<file path="config.mk">
export PLATFORM = sky130hd
export DESIGN_NAME = hazard_fwd_ctrl
export DESIGN_NICKNAME = d
export VERILOG_FILES = /design/src/rtl/hazard_fwd_ctrl.sv
export SDC_FILE = /design/constraint.sdc
export NUM_CORES = 1
export LEC_CHECK = 0
export CAP_MARGIN = 20
export CORE_MARGIN = 1.5
export CORE_UTILIZATION = 39
export CTS_BUF_LIST = sky130_fd_sc_hd__clkbuf_4 sky130_fd_sc_hd__clkbuf_8
export DETAILED_ROUTE_END_ITERATION = 6
export PLACE_DENSITY = 0.66
export SLEW_MARGIN = 20
export SYNTH_ARGS = -nofsm -noshare
export SYNTH_HDL_FRONTEND = slang
export SYNTH_SLANG_ARGS = --single-unit
</file>
<file path="constraint.sdc">
create_clock -name clk -period 2.35 [get_ports clk]
set_input_delay 0.705 -clock clk [delete_from_list [all_inputs] [get_ports clk]]
set_output_delay 0.705 -clock clk [all_outputs]
set_load 0.01 [all_outputs]
</file>
<file path="src/rtl/hazard_fwd_ctrl.sv">
// -----------------------------------------------------------------------------
// hazard_fwd_ctrl
//
// Hazard and forwarding controller for a 5-stage RV32 pipeline. Keeps its own
// shadow copy of the destination-register state of the instructions in EX and
// MEM. It produces the registered forwarding selects for the EX operand muxes,
// the load-use stall and bubble, the branch-flush bubble, and a pipeline freeze
// while the multi-cycle MAC unit is busy. A watchdog on the MAC unit limits how
// long the freeze can last.
//
// Ports
//   clk, rst                 clock, synchronous active-high reset
//   id_valid                 ID holds a real instruction
//   id_rs1/id_rs2            source registers in ID
//   id_use_rs1/id_use_rs2    ID instruction reads rs1/rs2
//   id_rd, id_regwrite       destination register and write enable in ID
//   id_memread               ID instruction is a load
//   id_mc                    ID instruction is a multi-cycle MAC op
//   ex_flush                 taken branch/jump resolved in EX
//   mc_done                  MAC result valid (one-cycle pulse)
//   M1Sel/M2Sel              EX operand selects: 10 ALU_MEM, 01 dataW_WB, 00 RF
//   pc_hold, ifid_hold       hold PC / IF-ID register
//   idex_bubble              load a NOP into ID/EX
//   freeze                   hold every pipeline register
//   mc_start                 one-cycle start pulse to the MAC unit
//   mc_timeout               one-cycle pulse when the MAC watchdog expires
//
// MC FSM
//   state   | meaning
//   IDLE    | no MAC operation outstanding, pipeline flows
//   MC_BUSY | MAC op sitting in EX, pipeline frozen until mc_done or watchdog
//
// The WB stage is not shadowed: a WB match never needs forwarding because the
// register file writes before it reads, so its contents would never be used.
// -----------------------------------------------------------------------------
module hazard_fwd_ctrl #(
   parameter int RA_W   = 5,
   parameter int MC_MAX = 64,
   parameter int CNT_W  = 7
) (
   input  logic            clk,
   input  logic            rst,
   input  logic            id_valid,
   input  logic [RA_W-1:0] id_rs1,
   input  logic [RA_W-1:0] id_rs2,
   input  logic            id_use_rs1,
   input  logic            id_use_rs2,
   input  logic [RA_W-1:0] id_rd,
   input  logic            id_regwrite,
   input  logic            id_memread,
   input  logic            id_mc,
   input  logic            ex_flush,
   input  logic            mc_done,
   output logic [1:0]      M1Sel,
   output logic [1:0]      M2Sel,
   output logic            pc_hold,
   output logic            ifid_hold,
   output logic            idex_bubble,
   output logic            freeze,
   output logic            mc_start,
   output logic            mc_timeout
);

   typedef enum logic {
      IDLE    = 1'b0,
      MC_BUSY = 1'b1
   } state_t;

   localparam logic [CNT_W-1:0] CNT_LAST = CNT_W'(MC_MAX - 1);
   localparam logic [RA_W-1:0]  X0       = '0;

   state_t            state, state_nxt;
   logic [CNT_W-1:0]  mc_cnt;

   logic [RA_W-1:0]   ex_rd, mem_rd;
   logic              ex_rw, ex_mr, mem_rw;

   logic              ex_wr, mem_wr;
   logic              lu, mc_expire, frz, adv, mc_go;
   logic [1:0]        sel1_nxt, sel2_nxt;

   // Nearest producer wins: EX result comes off the ALU_MEM path, MEM result
   // off the dataW_WB path. x0 is never forwarded.
   function automatic logic [1:0] fwd_sel(
      input logic [RA_W-1:0] rs,
      input logic            use_rs,
      input logic [RA_W-1:0] e_rd,
      input logic            e_wr,
      input logic [RA_W-1:0] m_rd,
      input logic            m_wr
   );
      logic [1:0] sel;
      sel = 2'b00;
      if (use_rs && (rs != X0)) begin
         if (e_wr && (rs == e_rd))
            sel = 2'b10;
         else if (m_wr && (rs == m_rd))
            sel = 2'b01;
      end
      return sel;
   endfunction

   always_comb begin
      ex_wr       = 1'b0;
      mem_wr      = 1'b0;
      lu          = 1'b0;
      mc_expire   = 1'b0;
      frz         = 1'b0;
      adv         = 1'b0;
      mc_go       = 1'b0;
      sel1_nxt    = 2'b00;
      sel2_nxt    = 2'b00;
      state_nxt   = state;
      pc_hold     = 1'b0;
      ifid_hold   = 1'b0;
      idex_bubble = 1'b0;
      freeze      = 1'b0;

      ex_wr  = ex_rw  && (ex_rd  != X0);
      mem_wr = mem_rw && (mem_rd != X0);

      lu = id_valid && ex_mr && ex_wr &&
           ((id_use_rs1 && (id_rs1 == ex_rd)) || (id_use_rs2 && (id_rs2 == ex_rd)));

      // Watchdog expiry releases the pipeline in the same cycle, exactly as
      // a mc_done would.
      mc_expire = (state == MC_BUSY) && !mc_done && (mc_cnt == CNT_LAST);
      frz       = (state == MC_BUSY) && !mc_done && !mc_expire;
      adv       = !frz && !ex_flush && !lu;
      mc_go     = (state == IDLE) && adv && id_valid && id_mc;

      // Selects belong to the instruction about to enter EX; a bubble gets 00.
      if (adv) begin
         sel1_nxt = fwd_sel(id_rs1, id_valid && id_use_rs1, ex_rd, ex_wr, mem_rd, mem_wr);
         sel2_nxt = fwd_sel(id_rs2, id_valid && id_use_rs2, ex_rd, ex_wr, mem_rd, mem_wr);
      end

      if (frz) begin
         pc_hold   = 1'b1;
         ifid_hold = 1'b1;
         freeze    = 1'b1;
      end else if (ex_flush) begin
         idex_bubble = 1'b1;
      end else if (lu) begin
         pc_hold     = 1'b1;
         ifid_hold   = 1'b1;
         idex_bubble = 1'b1;
      end

      case (state)
         IDLE:    if (mc_go) state_nxt = MC_BUSY;
         MC_BUSY: if (mc_done || mc_expire) state_nxt = IDLE;
         default: state_nxt = IDLE;
      endcase
   end

   always_ff @(posedge clk) begin
      if (rst) begin
         state      <= IDLE;
         mc_cnt     <= '0;
         mc_start   <= 1'b0;
         mc_timeout <= 1'b0;
         ex_rd      <= '0;
         ex_rw      <= 1'b0;
         ex_mr      <= 1'b0;
         mem_rd     <= '0;
         mem_rw     <= 1'b0;
         M1Sel      <= 2'b00;
         M2Sel      <= 2'b00;
      end else begin
         state      <= state_nxt;
         mc_start   <= mc_go;
         mc_timeout <= mc_expire;

         // Only frozen cycles count, so the counter can never pass CNT_LAST.
         if (mc_go)
            mc_cnt <= '0;
         else if (frz)
            mc_cnt <= mc_cnt + CNT_W'(1);

         if (!frz) begin
            mem_rd <= ex_rd;
            mem_rw <= ex_rw;
            M1Sel  <= sel1_nxt;
            M2Sel  <= sel2_nxt;
            if (adv && id_valid) begin
               ex_rd <= id_rd;
               ex_rw <= id_regwrite;
               ex_mr <= id_memread;
            end else begin
               ex_rd <= '0;
               ex_rw <= 1'b0;
               ex_mr <= 1'b0;
            end
         end
      end
   end

endmodule

</file>
Fig. 1: run 1, selected gate families
Scale bar: 20 µm.
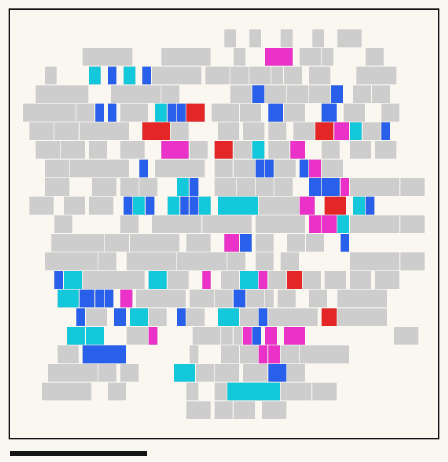
- red: and/or cells (cells 7)
- magenta: nor cells (cells 19)
- cyan: aoi and oai cells (cells 22)
- blue: nand cells (cells 37)
combinational share of cell area: 40.4%
most frequent logic cell in the layout: buf_4
final cell count without fillers: 281

Fig. 2: run 1, signal metal coverage by tile
The die is cut into 13 by 13 equal tiles; black is low, pale yellow is high, scaled to the fullest tile. Values are wire area over tile area, all layers added.
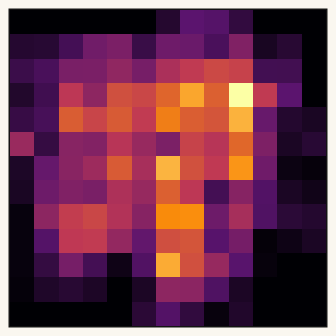
- nearly empty tiles: 18%
- emptiest ninth of the die: bottom right
- mean over tiles: 0.16

Fig. 3: run 1, placed standard cells
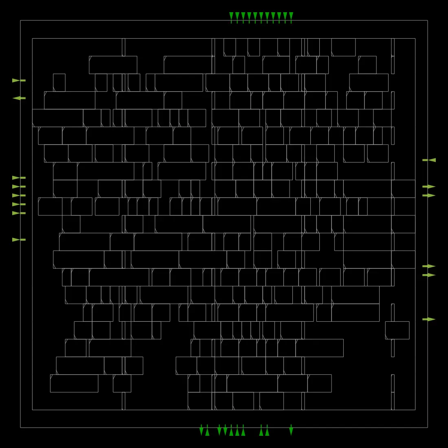
registers: 27
Final Util: 63.8%
tap cells: 46
# rows: 21
Seq/total area: 25.6%

==> impl_metrics.ini, run 1 <==
; implementation run metrics
[layout]
logic_gates = 122
regMostFlops = mc_cnt
buf_share_pct = 29.4
mi_logic_area_um2 = 866
area_delta_synth_final_pct = 54.7
nClkBuffers = 3
layout_top_cells = buf_4, nand2_1, dfxtp_1
nNonClkBuffers = 79
clkCellAreaFrac_pct = 1.40
num-nonclk-inverters = 3
largest_reg_flops = 7
largest_class = logic gates
insertedDiodeCount = 0
stdcell_area_um2 = 2140

[global_route]
grt_pass1_vias = 1384
use_met3_pct = 3.96
grt.busiest_layer = met2
grt_pass1_wl_um = 6340
antenna_found_initial = 0
grt_use_total_pct = 19.9
grt_max_degree = 17
met2_usage_pct = 34.0
grtUsageMet1_pct = 25.9

[logic_synthesis]
synthDistinctLibCells = 35
edf_count = 0
common_cells = dfxtp_1, nand2_1, xnor2_1
synthesis.nets = 186
syn_area_per_cell_um2 = 8.66
ys_top_logic_family = simple AND/OR/NAND/NOR gates
ys_cells = 160
aoi_share_pct = 17.5
synth_top_area_share_pct = 39.0
top_cell = dfxtp_1
ys_sh_xor_pct = 15.8
async_flop_share_pct = 0
area_leaders = dfxtp_1, xnor2_1, nand2_1, a32o_1, xor2_1
ys_seq_elements = 27
netlist_area_um2 = 1390
synth_top_cell_by_area = dfxtp_1

[sta]
finalClockSkew_ps = 13.0
fmax_mhz = 400
post-route-min-period_ps = 2500
slew_violations = 0
hold_viol = 0
finalCritPeriodShare_pct = 106
tightestPinTransition_ps = 484
setup_ws_ps = -151
finalSetupViolations = 3
slew_headroom_pct = 67.6

[worst_setup_path]
path_class = in -> out
crit_cells = 7
cp-startpoint = id_rs1[2]
path_delay_family = simple AND/OR/NAND/NOR gates
crit_slowest_cell = nor2_4
crit_buf_inv = 2
r2r_slack_ps = 230
reg2reg_to = ex_rw
critPathMaxFanout = 4
end_kind = output pin
reg2reg_from = mc_cnt[1]
crit_path_start_kind = input pin
required_ps = 1640
worst_path_largest_cell_delay_ps = 200
path_cells = clkdlybuf4s15_1 > xnor2_1 > nand4_1 > nor2_4 > o21ai_4 > o21ai_2 > buf_2
worst-r2r-cell-count = 9

[worst_hold_path]
holdPathEnd = M2Sel[0]
holdPathStages = 2
holdCritStartpoint = M2Sel[0]
min_path_type = reg -> reg

[place]
gp_congestion = 0.822
port_buffers = 34
placed_area_um2 = 1980
dp.cells = 264

[clock_tree]
cts_tree = done
cts_setup_buffers = 11
clk_path_buf_depth = 2
numCtsBuffers = 3
holdBufCountCts = 0

[power]
total_power_mw = 0.827
p_seq_mw = 0.471
switchingPower_mw = 0.209
internal_power_mw = 0.618
comb-power_mw = 0.153
ir_drop_mv = 0.367
p_clk_mw = 0.202
clkPwrFrac_pct = 24.5
power_density_nw_per_um2 = 385
netSwitchingFraction_pct = 25.3
combPwrFrac_pct = 18.5

[routing]
drt-pass1-iter-count = 5
vias_per_cell = 5.17
dr_wl_met2_um = 1970
routedWlPerCell_um = 14.0
top_layer = met4
vias = 1454
met1Wirelength_um = 1720

[status]
outcome = complete, but fails checks
violations = negative setup slack

[job]
warnings = 28

[floorplan]
die-area_um2 = 3920
core_um2 = 3360
pin_count = 35
die_w_um = 62.6
## Run 2: what changed since run 1
--- a/config.mk
+++ b/config.mk
@@ -5,7 +5,6 @@
 export SDC_FILE = /design/constraint.sdc
 export NUM_CORES = 1
 export LEC_CHECK = 0
-export CAP_MARGIN = 20
 export CORE_MARGIN = 1.5
 export CORE_UTILIZATION = 39
 export CTS_BUF_LIST = sky130_fd_sc_hd__clkbuf_4 sky130_fd_sc_hd__clkbuf_8
Fig. 4: run 2, clock network drawn from the DEF
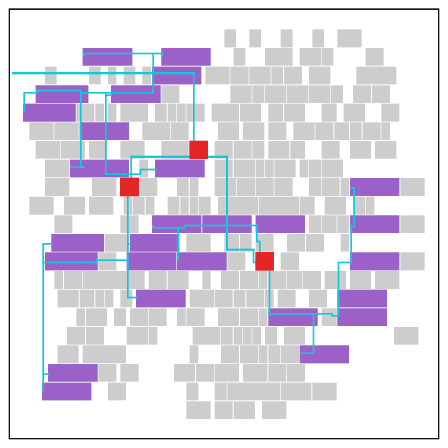
- purple: flip-flops (count 27)
- red: clock-net drivers (count 3)
- cyan: clock wires (length 285 µm)
- routed clock nets: 4
clk_lat worst skew: 330 ps
Clock Skew: 13.0 ps
P_clk: 0.202 mW

==> run 2 against run 1 <==
  * The run still ends with negative setup slack left
  * First-iteration DRC count stayed put
  * Routed wire length unchanged
  * Via count stayed put
  * Area after synthesis is the same
  * Sequential share of layout area unchanged
  * Setup slack did not move
  * Total power stayed put
  * Core utilization did not move
  * Clock-buffer cell count is the same
  * Die size did not move
  * Cell count is the same
  * Critical path type unchanged
  * Largest power group unchanged
  * Highest routed layer unchanged
==> impl_metrics.ini, run 2 <==
; implementation run metrics
[global_route]
grt_pass1_wl_um = 6340
met2_usage_pct = 34.0
grt_pass1_vias = 1384
antenna_found_initial = 0
grt_max_degree = 17
grt.busiest_layer = met2
grtUsageMet1_pct = 25.9
use_met3_pct = 3.96
grt_use_total_pct = 19.9

[floorplan]
die_w_um = 62.6
tap-cell-count = 46
fp.dieH_um = 62.6
die-area_um2 = 3920
num_rows = 21
fp_util_pct = 41.2
core_um2 = 3360
pin_count = 35

[job]
warnings = 28

[routing]
routedWlPerCell_um = 14.0
drt_iter0_markers = 82
vias = 1454
drt-pass1-iter-count = 5
postRouteAntennaNets = 0
dr_wl_met2_um = 1970
totalWireLength_um = 3930
vias_per_cell = 5.17
dr_wl_met3_um = 181
top_layer = met4
met1Wirelength_um = 1720

[status]
outcome = complete, but fails checks
violations = negative setup slack

[sta]
finalSetupViolations = 3
post-route-min-period_ps = 2500
finalCritPeriodShare_pct = 106
slew_headroom_pct = 67.6
tightestPinTransition_ps = 484
holdWs_ps = 451
fin_tns_setup_ps = -405
rsz0062_at_grt = yes
fmax_mhz = 400
slew_violations = 0
hold_viol = 0
setup_ws_ps = -151

[worst_hold_path]
holdCritStartpoint = M2Sel[0]
min_path_type = reg -> reg
holdPathStages = 2
holdPathEnd = M2Sel[0]

[power]
netSwitchingFraction_pct = 25.3
comb-power_mw = 0.153
total_power_mw = 0.827
internal_power_mw = 0.618
leakagePower_nw = 0.833
combPwrFrac_pct = 18.5
ir_drop_mv = 0.367
power_density_nw_per_um2 = 385
switchingPower_mw = 0.209
clkPwrFrac_pct = 24.5
sequentialPowerShare_pct = 57.0
power.group.top = registers
p_seq_mw = 0.471

[worst_setup_path]
crit_buf_inv = 2
cp-endpoint = ifid_hold
worst_path_largest_cell_delay_ps = 200
end_kind = output pin
path_class = in -> out
crit_path_start_kind = input pin
critPathMaxFanout = 4
cp-startpoint = id_rs1[2]
path_delay_family = simple AND/OR/NAND/NOR gates
path_cells = clkdlybuf4s15_1 > xnor2_1 > nand4_1 > nor2_4 > o21ai_4 > o21ai_2 > buf_2
reg2reg_to = ex_rw
required_ps = 1640
worst-r2r-cell-count = 9
r2r_slack_ps = 230
reg2reg_from = mc_cnt[1]
crit_slowest_cell = nor2_4
crit_cells = 7

[logic_synthesis]
ys_seq_elements = 27
ys_sh_simple_pct = 22.3
synthesis.nets = 186
synth_top_area_share_pct = 39.0
syn_area_per_cell_um2 = 8.66
synthDistinctLibCells = 35
ys_sh_adder_pct = 0.903
netlist_area_um2 = 1390
edf_count = 0
async_flop_share_pct = 0
area_leaders = dfxtp_1, xnor2_1, nand2_1, a32o_1, xor2_1
common_cells = dfxtp_1, nand2_1, xnor2_1
mux_share_pct = 0
ys_top_logic_family = simple AND/OR/NAND/NOR gates
ys_cells = 160
synth_top_cell_by_area = dfxtp_1
top_cell = dfxtp_1
ys_seq_share_pct = 39.0
ys_warn_count = 0
ys_sh_xor_pct = 15.8
aoi_share_pct = 17.5
ff_type = dfxtp_1
synthCells = 160
synth_chip_area_um2 = 1390

[layout]
nClkBuffers = 3
nFillCells = 292
nNonClkBuffers = 79
logic_gates = 122
reg_top3 = mc_cnt: 7 flops, ex_rd: 5 flops, mem_rd: 5 flops
final_util_pct = 63.8
final_layout_size_suffix_gt1_share_pct = 34.5
insertedDiodeCount = 0
sh_comb_area_pct = 40.4
num-nonclk-inverters = 3
area_delta_synth_final_pct = 54.7
layout_top_cells = buf_4, nand2_1, dfxtp_1
final_cells = 281
layout.cells.most_common = buf_4
regMostFlops = mc_cnt
mi_logic_area_um2 = 866
flop-count = 27
buf_share_pct = 29.4
largest_reg_flops = 7
seq_share_pct = 25.6
stdcell_area_um2 = 2140
largest_class = logic gates
clkCellAreaFrac_pct = 1.40

[place]
placed_area_um2 = 1980
gp_congestion = 0.822
preCtsSetupSlack_ps = -928
dp.cells = 264
port_buffers = 34

[clock_tree]
holdBufCountCts = 0
numCtsBuffers = 3
cts_setup_buffers = 11
clk_path_buf_depth = 2
root_buffer = clkbuf_4
clkTransAtPathRegs_ps = 130
cts-htree-levels = 1
cts_tree = done
## Run 3: what changed since run 2
--- a/config.mk
+++ b/config.mk
@@ -10,6 +10,7 @@
 export CTS_BUF_LIST = sky130_fd_sc_hd__clkbuf_4 sky130_fd_sc_hd__clkbuf_8
 export DETAILED_ROUTE_END_ITERATION = 6
 export PLACE_DENSITY = 0.66
+export SKIP_LAST_GASP = 1
 export SLEW_MARGIN = 20
 export SYNTH_ARGS = -nofsm -noshare
 export SYNTH_HDL_FRONTEND = slang
Fig. 5: run 3, placed standard cells
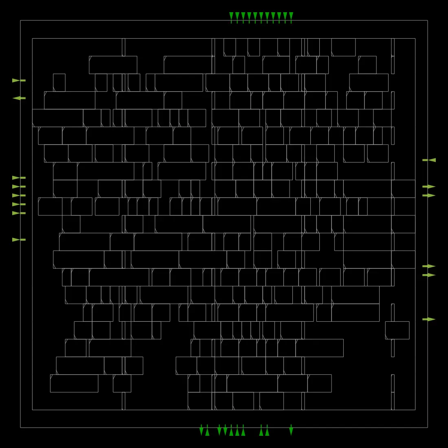
fillers: 292
core footprint: 3360 µm²

==> run 3 against run 2 <==
  * Clock power barely moved
  * Largest power group unchanged
  * Setup slack did not move
  * Sequential power barely moved
  * Total power did not move
  * Die size did not move
  * The flow still finishes with violations (negative setup slack)
  * Area after synthesis did not move
==> impl_metrics.ini, run 3 <==
; implementation run metrics
[status]
outcome = complete, but fails checks
violations = negative setup slack

[logic_synthesis]
ys_cells = 160
common_cells = dfxtp_1, nand2_1, xnor2_1
syn_area_per_cell_um2 = 8.66
synth_chip_area_um2 = 1390
synthDistinctLibCells = 35
edf_count = 0
ys_top_logic_family = simple AND/OR/NAND/NOR gates
synth_top_cell_by_area = dfxtp_1
mux_share_pct = 0
ff_type = dfxtp_1
ys_sh_simple_pct = 22.3
top_cell = dfxtp_1
synth_top_area_share_pct = 39.0
async_flop_share_pct = 0
area_leaders = dfxtp_1, xnor2_1, nand2_1, a32o_1, xor2_1
synthesis.nets = 186

[power]
internal_power_mw = 0.618
netSwitchingFraction_pct = 25.3
combPwrFrac_pct = 18.5
comb-power_mw = 0.153
switchingPower_mw = 0.209
power_density_nw_per_um2 = 385
leakagePower_nw = 0.833
power.group.top = registers
total_power_mw = 0.827

[worst_setup_path]
worst_path_largest_cell_delay_ps = 200
end_kind = output pin
reg2reg_to = ex_rw
path_class = in -> out
required_ps = 1640
path_cells = clkdlybuf4s15_1 > xnor2_1 > nand4_1 > nor2_4 > o21ai_4 > o21ai_2 > buf_2
worst-r2r-cell-count = 9
crit_cells = 7

[sta]
tightestPinTransition_ps = 484
post-route-min-period_ps = 2500
setup_ws_ps = -151
finalSetupViolations = 3
rsz0062_at_grt = yes
slew_headroom_pct = 67.6
fmax_mhz = 400
finalClockSkew_ps = 13.0
finalCritPeriodShare_pct = 106
slew_violations = 0

[layout]
logic_gates = 122
area_delta_synth_final_pct = 54.7
insertedDiodeCount = 0
largest_class = logic gates
layout.cells.most_common = buf_4
reg_top3 = mc_cnt: 7 flops, ex_rd: 5 flops, mem_rd: 5 flops
clkCellAreaFrac_pct = 1.40
final_layout_size_suffix_gt1_share_pct = 34.5
mi_logic_area_um2 = 866
stdcell_area_um2 = 2140
final_cells = 281
regMostFlops = mc_cnt
flop-count = 27
layout_top_cells = buf_4, nand2_1, dfxtp_1
final_util_pct = 63.8
num-nonclk-inverters = 3
buf_share_pct = 29.4
nNonClkBuffers = 79

[place]
dp.cells = 264
gp_congestion = 0.822
port_buffers = 34
placed_area_um2 = 1980

[clock_tree]
clock_latency_ps = 330
numCtsBuffers = 3
cts_setup_buffers = 11
holdBufCountCts = 0
root_buffer = clkbuf_4
cts_tree = done
cts-htree-levels = 1

[worst_hold_path]
holdPathEnd = M2Sel[0]
min_path_type = reg -> reg
holdPathStages = 2

[job]
warnings = 28

[routing]
met1Wirelength_um = 1720
postRouteAntennaNets = 0
drt_iter0_markers = 82
vias_per_cell = 5.17
vias = 1454
top_layer = met4
totalWireLength_um = 3930

[global_route]
grtUsageMet1_pct = 25.9
grt.busiest_layer = met2
grt_use_total_pct = 19.9

[floorplan]
fp_util_pct = 41.2
die-area_um2 = 3920
Power and IR drop assume default switching activity.
